File: config.mk
export PLATFORM = sky130hd
export DESIGN_NAME = counter_timer_ctrl
export DESIGN_NICKNAME = d
export VERILOG_FILES = /design/src/rtl/counter_timer_ctrl.sv
export SDC_FILE = /design/constraint.sdc
export NUM_CORES = 1
export LEC_CHECK = 0
export CAP_MARGIN = 20
export CORE_UTILIZATION = 56
export CTS_BUF_LIST = sky130_fd_sc_hd__clkbuf_16
export DETAILED_ROUTE_END_ITERATION = 12
export PLACE_DENSITY = 0.85
export SLEW_MARGIN = 20
export SYNTH_ARGS = -nofsm -noshare
export SYNTH_HDL_FRONTEND = slang
export SYNTH_SLANG_ARGS = --single-unit
File: constraint.sdc
create_clock -name clk -period 5.1 [get_ports clk]
set_input_delay 0.765 -clock clk [delete_from_list [all_inputs] [get_ports clk]]
set_output_delay 0.765 -clock clk [all_outputs]
set_load 0.01 [all_outputs]
File: src/rtl/counter_timer_ctrl.sv
// counter_timer_ctrl: programmable timer built around a WIDTH-bit up-counter.
// A prescaler divides the clock and a compare period marks each expiry. The
// timer runs one-shot or periodic and accepts clear/pause/start strobes. Each
// expiry produces a single-cycle registered tick.
module counter_timer_ctrl #(
    parameter int WIDTH      = 16,
    parameter int PRESCALE_W = 8
) (
    input  logic                  clk,
    input  logic                  rst,
    input  logic                  start,
    input  logic                  pause,
    input  logic                  clear,
    input  logic                  mode,
    input  logic [WIDTH-1:0]      period,
    input  logic [PRESCALE_W-1:0] prescale,
    output logic [WIDTH-1:0]      count,
    output logic                  tick,
    output logic                  busy,
    output logic                  done,
    output logic [1:0]            state
);

    typedef enum logic [1:0] {
        ST_IDLE   = 2'd0,
        ST_RUN    = 2'd1,
        ST_PAUSED = 2'd2,
        ST_DONE   = 2'd3
    } state_e;

    state_e                state_q,    state_d;
    logic [WIDTH-1:0]      count_q,    count_d;
    logic [PRESCALE_W-1:0] presc_q,    presc_d;
    logic                  tick_q,     tick_d;
    logic                  mode_q,     mode_d;
    logic [WIDTH-1:0]      period_q,   period_d;
    logic [PRESCALE_W-1:0] prescale_q, prescale_d;

    // Next-state and datapath decisions; clear wins over pause, and pause over start.
    always_comb begin
        state_d    = state_q;
        count_d    = count_q;
        presc_d    = presc_q;
        tick_d     = 1'b0;
        mode_d     = mode_q;
        period_d   = period_q;
        prescale_d = prescale_q;

        if (clear) begin
            state_d = ST_IDLE;
            count_d = {WIDTH{1'b0}};
            presc_d = {PRESCALE_W{1'b0}};
        end else begin
            case (state_q)
                ST_IDLE, ST_DONE: begin
                    if (start) begin
                        // Configuration is captured only here, never on resume.
                        state_d    = ST_RUN;
                        mode_d     = mode;
                        period_d   = period;
                        prescale_d = prescale;
                        count_d    = {WIDTH{1'b0}};
                        presc_d    = {PRESCALE_W{1'b0}};
                    end else begin
                        state_d = state_q;
                    end
                end
                ST_RUN: begin
                    if (pause) begin
                        // Freeze without advancing, so no tick on this edge.
                        state_d = ST_PAUSED;
                    end else if (presc_q == prescale_q) begin
                        presc_d = {PRESCALE_W{1'b0}};
                        if (count_q == period_q) begin
                            // Compare before increment keeps all-ones periods from wrapping.
                            tick_d = 1'b1;
                            if (mode_q) begin
                                count_d = {WIDTH{1'b0}};
                            end else begin
                                count_d = period_q;
                                state_d = ST_DONE;
                            end
                        end else begin
                            count_d = count_q + {{(WIDTH-1){1'b0}}, 1'b1};
                        end
                    end else begin
                        presc_d = presc_q + {{(PRESCALE_W-1){1'b0}}, 1'b1};
                    end
                end
                ST_PAUSED: begin
                    if (start) begin
                        state_d = ST_RUN;
                    end else begin
                        state_d = ST_PAUSED;
                    end
                end
                default: begin
                    state_d = ST_IDLE;
                    count_d = {WIDTH{1'b0}};
                    presc_d = {PRESCALE_W{1'b0}};
                end
            endcase
        end
    end

    // State and datapath registers with synchronous reset.
    always_ff @(posedge clk) begin
        if (rst) begin
            state_q    <= ST_IDLE;
            count_q    <= {WIDTH{1'b0}};
            presc_q    <= {PRESCALE_W{1'b0}};
            tick_q     <= 1'b0;
            mode_q     <= 1'b0;
            period_q   <= {WIDTH{1'b0}};
            prescale_q <= {PRESCALE_W{1'b0}};
        end else begin
            state_q    <= state_d;
            count_q    <= count_d;
            presc_q    <= presc_d;
            tick_q     <= tick_d;
            mode_q     <= mode_d;
            period_q   <= period_d;
            prescale_q <= prescale_d;
        end
    end

    assign count = count_q;
    assign tick  = tick_q;
    assign state = state_q;
    assign busy  = (state_q == ST_RUN);
    assign done  = (state_q == ST_DONE);

endmodule

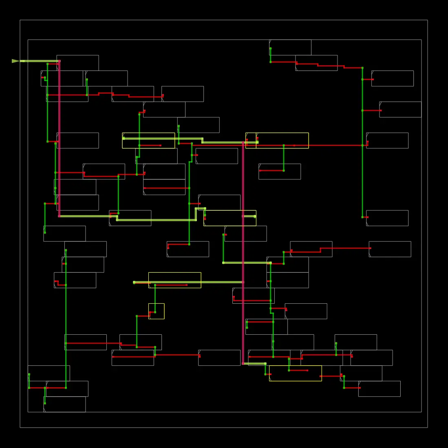
(clock routing)
clk_lat worst skew: 290 ps
clock sink count: 52

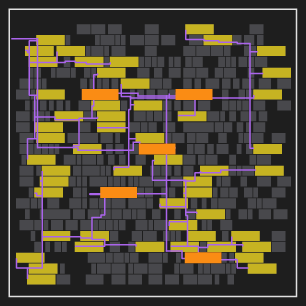
(clock network drawn from the DEF)
Scale: 4 px per um.
[cells driving clock nets] orange | count: 5
[clock wires] purple | length: 589 um
[flip-flops] yellow | count: 52
routed clock nets: 6

==> flow_summary.json <==
{
  "rsz0062_at_grt": "false",
  "cts_hold_buf": 0,
  "finalClockSkew_ps": 6.07,
  "wl_um": 6460,
  "yosysMostFrequentCell": "nand2_1",
  "startpoint_type": "input pin",
  "min_period_ps": 3400,
  "grt_max_degree": 30,
  "yosysCellCount": 333,
  "wire_per_inst_um": 15.1,
  "status": "complete, no violations",
  "regArea_um2": 1040,
  "core_um2": 4500,
  "post-dp-hpwl_um": 4600,
  "die_height_um": 71.5,
  "syn2layout_area_growth_pct": 23.7,
  "n_all_buffers": 52,
  "vias": 2514,
  "ys_seq_share_pct": 38.5,
  "synth_cell_type_count": 42,
  "setup-tns-final_ps": 0,
  "final_core_util_pct": 74.2,
  "hold_violations": 0,
  "largest_class": "multi-input combinational cells",
  "edf_count": 0,
  "r2r_slack_ps": 2120,
  "antenna_found_initial": 0,
  "seq_share_pct": 31.1,
  "logic_gates": 259,
  "portBuffers": 50,
  "io_pins": 51,
  "gp_congestion": 0.877,
  "cts.clk_slew.worst_paths_ps": 60,
  "syn_inst": 333,
  "cts_tree": "done",
  "final_cells": 428,
  "ys_chip_area_um2": 2700,
  "top_layer_used": "met4",
  "hold_slack_ps": 464,
  "drt_first_pass_iters": 4,
  "worst-endpoint-required_ps": 5270,
  "route.met3.wl_um": 377,
  "syn_area_um2": 2700,
  "top_cells_by_area": "dfxtp_1 (39%), nand2_1 (8.6%), a21oi_1 (7.2%)",
  "slew-limit-headroom_pct": 27.9,
  "finalMaxSlewViolations": 0
}
## logic make-up after synthesis
logic type	share of synthesized area [%]
DFF	38.5
AOI/OAI and AO/OA	19.1
and+or+nand+nor	26.6
muxes	0.371
xor gates and xnor gates	9.40
adders and majority gates	2.32
buffers and inverters	3.71
## state kept, by name, indices dropped and copies added, names as in the netlist
| register | cells |
|---|---|
| mode_q | 1 |
| state | 2 |
| count | 16 |
| presc_q | 8 |
| period_q | 16 |
| tick | 1 |
| prescale_q | 8 |
## worst max-delay path, stage by stage
cell and delay [ps]:
clkdlybuf4s50_1 1120, nor2_1 270, a31oi_2 950, o21ai_0 270, o2bb2ai_1 190
## layer usage
metal	GRT usage [%]	vias to the layer above
met5	0	-
met4	9.59	0
met3	5.34	10
met2	48.4	85
met1	33.1	1162
li1	-	1257
## final timing paths
| path | startpoint | to | depth (start not counted) |
|---|---|---|---|
| worst max-delay path | rst | count[15]$_SDFFE_PP0P_ | 5 |
| worst min-delay path | mode_q$_SDFFE_PP0P_ | mode_q$_SDFFE_PP0P_ | 2 |
| worst max register to register | state[0]$_SDFFE_PP0P_ | count[15]$_SDFFE_PP0P_ | 8 |
| worst min register to register | mode_q$_SDFFE_PP0P_ | mode_q$_SDFFE_PP0P_ | 2 |
## cells in the final DEF (no fill, tap or decap), types with 8 or more instances in the layout
cell type	n
nor3_1	9
xor2_1	11
nor2_1	16
o21ai_1	10
dfxtp_1	52
o21ai_0	8
nand3_1	9
xnor2_1	18
o2bb2ai_1	14
a21oi_1	39
nand2_1	62
clkdlybuf4s50_1	50
## where the power goes
group	internal, W	switching (W)	leakage [nW]
registers	0.000417	0.0000110	0.422
clock network	0.000178	0.000145	0.0657
logic	0.0000543	0.0000690	0.681
Power is estimated from default activity; no workload was simulated.
